<file path="config.mk">
export PLATFORM = sky130hd
export DESIGN_NAME = sd_img_arbiter
export DESIGN_NICKNAME = d
export VERILOG_FILES = /design/src/rtl/sd_img_arbiter.sv
export SDC_FILE = /design/constraint.sdc
export NUM_CORES = 1
export LEC_CHECK = 0
export CORE_UTILIZATION = 44
export CTS_BUF_LIST = sky130_fd_sc_hd__clkbuf_8
export DETAILED_ROUTE_END_ITERATION = 8
export GPL_TIMING_DRIVEN = 0
export PLACE_DENSITY = 0.84
export SLEW_MARGIN = 0
export SYNTH_ARGS = -nofsm -noshare
export SYNTH_HDL_FRONTEND = slang
export SYNTH_SLANG_ARGS = --single-unit
</file>
<file path="constraint.sdc">
create_clock -name clock -period 2 [get_ports clock]
set_input_delay 0.2 -clock clock [delete_from_list [all_inputs] [get_ports clock]]
set_output_delay 0.2 -clock clock [all_outputs]
set_load 0.01 [all_outputs]
</file>
<file path="src/rtl/sd_img_arbiter.sv">
// rtl/sd_img_arbiter.sv - round-robin arbiter sharing one user_io SD block port among image clients
module sd_img_arbiter #(
   parameter int CHANNELS = 2,
   parameter int LBA_W    = 32,
   parameter int TIMEOUT  = 2**20
) (
   input  logic                      clock,
   input  logic                      reset,
   input  logic [CHANNELS-1:0]       cl_rd,
   input  logic [CHANNELS-1:0]       cl_wr,
   input  logic [CHANNELS*LBA_W-1:0] cl_lba,
   input  logic [CHANNELS*8-1:0]     cl_din,
   output logic [CHANNELS-1:0]       cl_ack,
   output logic [CHANNELS-1:0]       cl_buff_wr,
   output logic [CHANNELS-1:0]       sd_rd,
   output logic [CHANNELS-1:0]       sd_wr,
   output logic [LBA_W-1:0]          sd_lba,
   output logic [7:0]                sd_din,
   input  logic                      sd_ack,
   input  logic                      sd_buff_wr,
   output logic                      busy,
   output logic [2:0]                grant,
   output logic                      timeout
);
   localparam int TW = $clog2(TIMEOUT) + 1;
   localparam logic [TW-1:0] T_LAST = TW'(TIMEOUT > 0 ? TIMEOUT - 1 : 0);

   typedef enum logic [1:0] {S_IDLE, S_REQ, S_XFER, S_DONE} state_t;

   state_t            state_q, state_d;
   logic [2:0]        grant_q, grant_d;
   logic [2:0]        last_q, last_d;
   logic [LBA_W-1:0]  lba_q, lba_d;
   logic              op_rd_q, op_rd_d;
   logic [TW-1:0]     timer_q, timer_d;
   logic              timeout_q, timeout_d;

   logic [CHANNELS-1:0] pending, gsel;
   logic                found_hi, found_lo, found, pick_rd, req_live, in_req, in_xfer;
   logic [2:0]          pick_hi, pick_lo, pick;
   logic [LBA_W-1:0]    pick_lba;

   // Round-robin pick: lowest pending index above last wins, else lowest at or below it.
   always_comb begin
      pending  = cl_rd | cl_wr;
      found_hi = 1'b0;
      found_lo = 1'b0;
      pick_hi  = '0;
      pick_lo  = '0;
      for (int i = CHANNELS - 1; i >= 0; i--) begin
         if (pending[i]) begin
            if (i > int'(last_q)) begin
               found_hi = 1'b1;
               pick_hi  = 3'(i);
            end else begin
               found_lo = 1'b1;
               pick_lo  = 3'(i);
            end
         end
      end
      found    = found_hi | found_lo;
      pick     = found_hi ? pick_hi : pick_lo;
      pick_rd  = 1'b0;
      pick_lba = '0;
      gsel     = '0;
      sd_din   = '0;
      for (int i = 0; i < CHANNELS; i++) begin
         if (3'(i) == pick) begin
            pick_rd  = cl_rd[i];
            pick_lba = cl_lba[i*LBA_W +: LBA_W];
         end
         if (3'(i) == grant_q) begin
            gsel[i] = 1'b1;
            sd_din  = cl_din[i*8 +: 8];
         end
      end
      req_live = |(gsel & (op_rd_q ? cl_rd : cl_wr));
   end

   always_comb begin
      state_d   = state_q;
      grant_d   = grant_q;
      last_d    = last_q;
      lba_d     = lba_q;
      op_rd_d   = op_rd_q;
      timer_d   = timer_q;
      timeout_d = 1'b0;
      case (state_q)
         S_IDLE: begin
            if (found) begin
               grant_d = pick;
               lba_d   = pick_lba;
               op_rd_d = pick_rd;
               timer_d = '0;
               state_d = S_REQ;
            end
         end
         S_REQ: begin
            if (timer_q != {TW{1'b1}}) timer_d = timer_q + 1'b1;
            if (sd_ack) begin
               state_d = S_XFER;
            end else if (!req_live) begin
               state_d = S_IDLE;
            end else if (TIMEOUT != 0 && timer_q == T_LAST) begin
               state_d   = S_IDLE;
               timeout_d = 1'b1;
               last_d    = grant_q;
            end
         end
         S_XFER: begin
            if (!sd_ack) state_d = S_DONE;
         end
         S_DONE: begin
            last_d  = grant_q;
            state_d = S_IDLE;
         end
         default: state_d = S_IDLE;
      endcase
   end

   always_ff @(posedge clock) begin
      if (reset) begin
         state_q   <= S_IDLE;
         grant_q   <= '0;
         last_q    <= '0;
         lba_q     <= '0;
         op_rd_q   <= 1'b0;
         timer_q   <= '0;
         timeout_q <= 1'b0;
      end else begin
         state_q   <= state_d;
         grant_q   <= grant_d;
         last_q    <= last_d;
         lba_q     <= lba_d;
         op_rd_q   <= op_rd_d;
         timer_q   <= timer_d;
         timeout_q <= timeout_d;
      end
   end

   // Gating with reset lets a mid-transfer reset silence the bus in the cycle it is sampled.
   assign in_req     = (state_q == S_REQ) && !reset;
   assign in_xfer    = (state_q == S_XFER) && !reset;
   assign sd_rd      = (in_req && op_rd_q) ? gsel : '0;
   assign sd_wr      = (in_req && !op_rd_q) ? gsel : '0;
   assign cl_ack     = (in_xfer && sd_ack) ? gsel : '0;
   assign cl_buff_wr = (in_xfer && sd_buff_wr) ? gsel : '0;
   assign busy       = (state_q != S_IDLE) && !reset;
   assign timeout    = timeout_q && !reset;
   assign grant      = grant_q;
   assign sd_lba     = lba_q;
endmodule

</file>
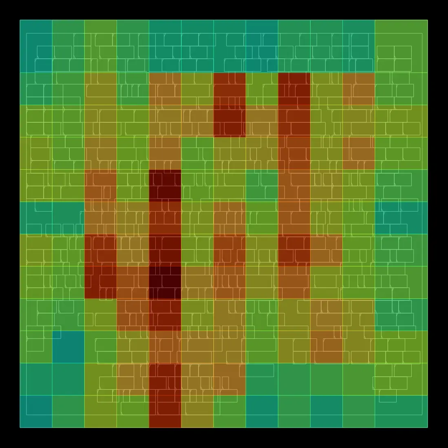
*Routing congestion map, run 1*
GR peak layer: met2
GRT Util Overall: 22.9%
met1 usage: 26.5%
met2 Usage GRT: 39.4%

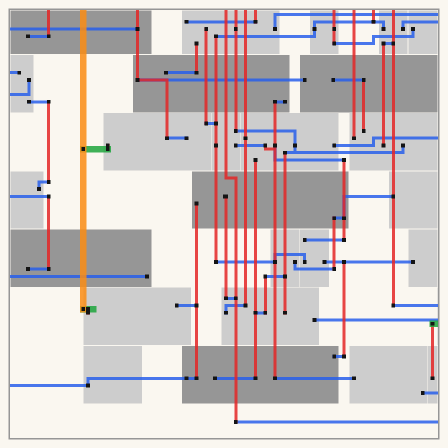
*Layout detail, run 1*
Region (55, 12) to (75, 32) um. Cells in gray, sequential cells in the stronger gray; small squares are vias.
layer	color
met2	red
met1	blue
met3	green
met4	orange
cells with their middle in the window	21
netlist names of flops here include	`sd_lba` (4), `timer_q` (2)
sequential cells in the window	6
most frequent	dfxtp_1 (6), nor2_1 (5), a211oi_2 (4)

==> results.toml, run 1 <==
# synthesis and place-and-route metrics
[clock_tree]
cts-htree-levels = 3
cts_tree = "yes"
clk_pin_slew_worst_paths_ps = 60
cts_hold_buf = 0
cts_root_buffer = "clkbuf_8"
numCtsBuffers = 9
post_cts_buffers = 0
clock_sinks = 59
clk_path_buf_depth = 2

[synthesis]
numSynthFlops = 59
synthMuxAreaShare_pct = 14.2
compound_area_share_pct = 20.0
yosysMostFrequentCell = "dfxtp_1"
syn_avg_cell_area_um2 = 9.33
mappedNetlistArea_mm2 = 0.00319
ys_types = 51
yosys_warnings = 0
top_cells_by_count = "dfxtp_1 (59), nor2_1 (58), mux2i_1 (34)"
yosysTopAreaCell = "dfxtp_1"
yosys.stat.seqShare_pct = 37.0
fa_ha_area_share_pct = 0.392
synthCells = 342
ff_type = "dfxtp_1"
synth.logic.top_family = "AND-OR/OR-AND gates"
ys_sh_xor_pct = 3.29
edf_count = 0
yosys.area.top_type_share_pct = 37.0
simple_gate_area_share_pct = 19.6
ys_cells = 342
synth_async_sr_flop_share_pct = 0
top_cells_by_area = "dfxtp_1 (37%), a211oi_2 (12%), mux2i_1 (11%), nor2_1 (6.8%), mux2_2 (2.8%)"

[place]
port_buffers = 138
dpl.cell_count = 577
gp_congestion = 0.836
hpwl_um = 6590

[grt]
gr-total-overflow = 0
grt_start_max_net_pins = 21
antenna_found_initial = 0
grt_pass1_vias = 3004
grt_pass1_wl_um = 13500

[sta]
maxSlewHeadroom_pct = 53.0
setup_viol = 0
rsz0062_at_grt = "false"
tightest_slew_ps = 705
hold_viol = 0
slew_violations = 0
post-route-period-util_pct = 95.0
clock.fmax_mhz = 526
finalCriticalPeriod_ps = 1900

[setup_path]
r2r_setup_slack_ps = 110
startpoint_type = "primary input"
worstRegToRegCells = 6
cp_data_arrival_time_ps = 1700
cp_max_fo = 10
crit_required_ps = 1800
timing.setup.critical_path_class = "in -> out"
endpoint_kind = "output port"

[layout]
fin_cells = 591
syn2layout_area_growth_pct = 54.1
n_clock_buffer = 10
largest_cell_class = "multi-input combinational cells"
buf_share_pct = 31.1
drive_gt1_share_pct = 18.0
n_fill_cell = 529
logic_area_mm2 = 0.00187
logic_gate_count = 252
register_area_mm2 = 0.00118
seq_share_pct = 24.1
final_core_util_pct = 71.2
diodes = 0
final_cell_mix = "clkdlybuf4s50_1 (129), dfxtp_1 (58), nor2_1 (56)"
inverters = 6
nNonClkBuffers = 162
clock_area_share_pct = 3.94
flops = 59
layout_top_cell = "clkdlybuf4s50_1"
comb_area_share_pct = 38.0
finalNetCount = 579

[min_path]
min_path_type = "reg -> reg"
hold_depth = 2

[detailed_routing]
initialDrtViolationCount = 124
wl_um = 8580
drc = 0
wl_per_cell_um = 14.5
route.vias.total = 3144
drtAntennaViolNets = 0
dr.pass1.iters = 4
vias_per_cell = 5.32

[power]
vdd_ir_drop_max_mv = 0.362
powerDensity_mw_per_mm2 = 689
p_leak_nw = 1.81

[die]
chipArea_mm2 = 0.00760
n_tap_cell = 96
coreArea_mm2 = 0.00691
fp_util_pct = 46.2
num_rows = 30
die_y_um = 87.2
die_width_um = 87.2
boundaryPins = 141

[flow_run]
cap_violations = 0
warnings = 26

[status]
status = "completed"
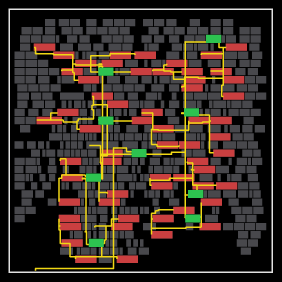
*Clock wires, drivers and flops, run 1*
Drawn at 3 px/um.
[clock wires] yellow | length: 729 um
[flip-flops] red | count: 59
[cells driving clock nets] green | count: 9
routed clock nets	10
clk latency late pin: 340 ps
Worst Clk Skew: 6.74 ps
Clock net power: 1.06 mW
power share of the clock group: 31.2%

==> run 1: what timing repair did <==
item,CTS,global route
pin swaps,0,0
gates resized,19,7
setup endpoints to repair,17,14
==> run 1: worst max-delay path, stage by stage <==
cell and delay, ps:
clkdlybuf4s50_1 550, clkbuf_4 250, buf_2 320, nor4_1 80
dlygate4sd2_1 290
==> run 1: worst paths after layout <==
check        startpoint         end
max               reset    sd_wr[0]
max reg2reg  timer_q[0]  state_q[0]
min          timer_q[4]  timer_q[4]
min reg2reg  timer_q[4]  timer_q[4]
==> run 1: registers in the layout, indices dropped and copies added (netlist names), named ones only <==
register	count
op_rd_q	1
sd_lba	32
grant	1
timer_q	21
last_q	1
timeout_q	1
state_q	1
==> run 1: where the power goes <==
part           total, mW  internal, mW  leakage, nW  switching, mW
Clock               1.06         0.597        0.103          0.462
Combinational      0.987         0.552         1.22          0.435
Sequential          1.34          1.28        0.486         0.0668
==> run 1: stage by stage <==
| stage | setup WS, ps | area [um2] | setup TNS, ps | total power [mW] | hold WS [ps] |
|---|---|---|---|---|---|
| 2_1_floorplan | 337 | 3200 | 0 | 1.86 | 340 |
| 3_3_place_gp | -520 | 4700 | -9780 | 2.33 | 465 |
| 3_5_place_dp | -537 | 4700 | -11230 | 2.36 | 483 |
| 4_1_cts | 19.7 | 4890 | 0 | 3.40 | 491 |
| 5_1_grt | 8.18 | 4920 | 0 | 3.54 | 518 |
| 6_report | 99.8 | 4920 | 0 | 3.39 | 491 |
==> run 1: metal layers <==
metal  wire length [um]  share of wire (%)  GRT usage (%)
met1               3460                 40           26.5
met5                  0                  0              0
met2               4130                 48           39.4
met4                251                2.9           12.5
met3                743                8.7           5.02
### Metal layers overlaid, run 1

Drawn at 4 px/um.
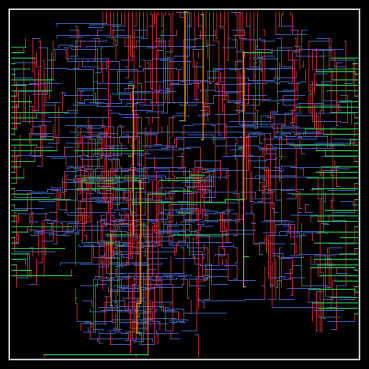

==> run 1 -> run 2 <==
Settings changed: CELL_PAD_IN_SITES_DETAIL_PLACEMENT set to 0, CELL_PAD_IN_SITES_GLOBAL_PLACEMENT set to 2, CORE_ASPECT_RATIO set to 1.25, CORE_UTILIZATION 44 to 25, PLACE_DENSITY 0.84 to not set, PLACE_DENSITY_LB_ADDON set to 0.1.
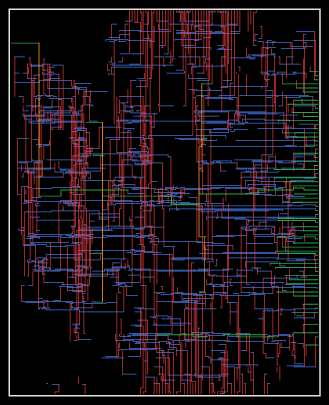
*Metal layers overlaid, run 2*
Drawn at 3 px/um.
layer	color	wire length
met2	red	4,930 um
met1	blue	4,240 um
met3	green	604 um
met4	orange	183 um
wire per inst: 15.2 um
via count: 2,998
GRT Util Overall: 15.1%
Final Routed Wirelength: 9950 um

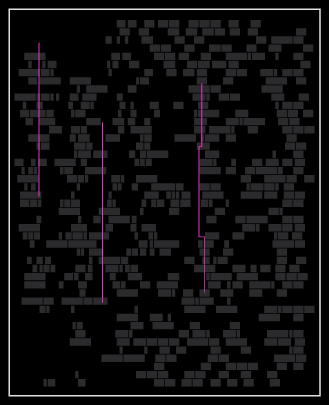
*Signal wires on met4, run 2*
Drawn at 3 px/um. Cells faint in the background.
main direction	vertical
nets with wire on the layer	2
longest straight run	59.8 um

==> run 2 against run 1 <==
  * Utilization fell by 30 points
  * Non-clock buffer count rose by 2
  * First-iteration DRC count fell by 54%
  * Sequential cell count did not move
  * Final cell count rose by 11%
  * Clock power fell by about 10%
  * Combinational power barely moved
  * Critical path type is now in -> reg
  * Critical endpoint is now sd_lba[5]
==> results.toml, run 2 <==
# synthesis and place-and-route metrics
[power]
p_sw_uw = 961
power.group.top = "registers"
comb_cell_power_mw = 1.02
seq_cell_power_mw = 1.33
pwr-share-seq_pct = 40.5
vdd_ir_drop_max_mv = 0.247
p_leak_nw = 1.83
p_comb_share_pct = 31.1
switching_share_pct = 29.2
powerDensity_mw_per_mm2 = 653
p_int_mw = 2.33

[sta]
hold_viol = 0
setup_viol = 0
finalCriticalPeriod_ps = 1930
finalSetupTns_ps = 0
maxSlewHeadroom_pct = 52.2
rsz0062_at_grt = "false"
clock.fmax_mhz = 519
slew_violations = 0
post-route-period-util_pct = 96.3
whs_ps = 494
tightest_slew_ps = 717

[setup_path]
timing.setup.critical_path_class = "in -> reg"
startpoint_type = "primary input"
crit_required_ps = 2200
cp_max_fo = 10
endpoint_kind = "flop"
cp_data_arrival_time_ps = 2120

[min_path]
min_path_type = "reg -> reg"

[clock_tree]
clk_pin_slew_worst_paths_ps = 60
clk_path_buf_depth = 2
cts_tree = "yes"
clock_sinks = 59
cts_root_buffer = "clkbuf_8"
clk_latency_ps = 340
cts_hold_buf = 0
cts-htree-levels = 3
numCtsBuffers = 9
post_cts_resized = 25
post_cts_buffers = 1

[detailed_routing]
drtAntennaViolNets = 0
initialDrtViolationCount = 57
dr.pass1.iters = 4
drc = 0
vias_per_cell = 4.56

[layout]
diodes = 0
final_core_util_pct = 41.0
drive_gt1_share_pct = 18.5
layout_top_cell = "clkdlybuf4s50_1"
syn2layout_area_growth_pct = 57.9
n_fill_cell = 1301
final_cell_mix = "clkdlybuf4s50_1 (129), dfxtp_1 (58), nor2_1 (55)"
finalNetCount = 581
fin_area_mm2 = 0.00504
fin_cells = 657
largest_reg_flops = 32

[synthesis]
yosys.area.top_type_share_pct = 37.0
compound_area_share_pct = 20.0
mappedNetlistArea_mm2 = 0.00319
synth_async_sr_flop_share_pct = 0
ys_cells = 342
syn_avg_cell_area_um2 = 9.33
ys_types = 51
top_cells_by_count = "dfxtp_1 (59), nor2_1 (58), mux2i_1 (34)"
ys_area_mm2 = 0.00319
edf_count = 0
synthMuxAreaShare_pct = 14.2
ys_sh_xor_pct = 3.29
yosys.stat.seqShare_pct = 37.0
yosysMostFrequentCell = "dfxtp_1"
simple_gate_area_share_pct = 19.6
synthCells = 342
yosysTopAreaCell = "dfxtp_1"
synth.logic.top_family = "AND-OR/OR-AND gates"
yosys_warnings = 0
ff_type = "dfxtp_1"
fa_ha_area_share_pct = 0.392
top_cells_by_area = "dfxtp_1 (37%), a211oi_2 (12%), mux2i_1 (11%), nor2_1 (6.8%), mux2_2 (2.8%)"
numSynthFlops = 59

[grt]
grt_pass1_vias = 2971
grt_start_max_net_pins = 11
gr-total-overflow = 0
grt_pass1_wl_um = 15000
antenna_found_initial = 0

[die]
coreArea_mm2 = 0.0123
chipArea_mm2 = 0.0132
boundaryPins = 141
die_y_um = 128
fp_util_pct = 26.0
die_width_um = 103
num_rows = 45

[flow_run]
cap_violations = 0
warnings = 26

[place]
hpwl_um = 7690
place_area_mm2 = 0.00478
dpl.cell_count = 645
port_buffers = 138
gp_congestion = 0.705

[status]
status = "completed"
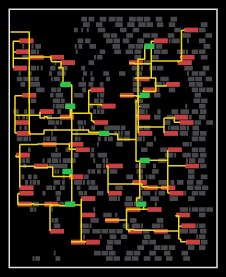
*Clock wires, drivers and flops, run 2*
Drawn at 2 px/um.
[clock wires] yellow | length: 961 um
[flip-flops] red | count: 59
[cells driving clock nets] green | count: 9
routed clock nets	10
flops lie	spread over the die
Worst Clk Skew: 9.01 ps
power share of the clock group: 28.4%
Clock net power: 933 uW

==> run 2: worst max-delay path, cell delays in order <==
cell and delay, ps:
clkdlybuf4s50_1 470, or4_1 530, buf_2 190, and2_4 190, buf_6 140, buf_2 190, nor2_1 150, a211oi_2 60
==> run 2: metal layers <==
metal	part of all wire (%)	vias up	track usage [%]	wire (um)
li1	-	1518	-	-
met5	0	-	0	0
met1	43	1388	17.1	4240
met3	6.1	12	2.93	603
met2	50	80	27.0	4930
met4	1.8	0	6.96	182
==> run 2: layout make-up <==
| cell class | instances | area (um2) | area share (%) |
|---|---|---|---|
| Buffer | 25 | 183 | 3.63 |
| Clock buffer | 11 | 151 | 3.00 |
| Clock inverter | 1 | 3.75 | 0.0745 |
| Inverter | 6 | 22.5 | 0.447 |
| Multi-Input combinational cell | 252 | 1910 | 37.8 |
| Sequential cell | 59 | 1180 | 23.5 |
| Tap cell | 164 | 205 | 4.07 |
| Timing Repair Buffer | 139 | 1380 | 27.4 |
==> run 2: through the flow <==
step                      worst slack [ps]  total power [mW]
after global placement                -619              2.37
final                                 74.0              3.29
after global routing                  5.33              3.47
after floorplan                        337              1.86
after detailed placement              -596              2.38
after CTS                             32.2              3.35
==> run 2: logic make-up (layout without fill, tap and decap cells) <==
logic type / Yosys count / after routing
compound gates: 65 / 65
xor+xnor: 12 / 12
fa+ha+maj: 1 / 1
buf+inv: 32 / 182
flops: 59 / 59
mux: 43 / 43
other cells: 1 / 2
simple gates: 129 / 129
==> run 2: final timing paths <==
kind	slack, ps	depth (start not counted)	startpoint	end
min	490	2	timer_q[4]	timer_q[4]
min reg2reg	490	2	timer_q[4]	timer_q[4]
max reg2reg	120	5	last_q[0]	sd_lba[7]
max	70	8	cl_rd[1]	sd_lba[5]
Power figures rest on the tool's default switching activity, not on a simulated workload.
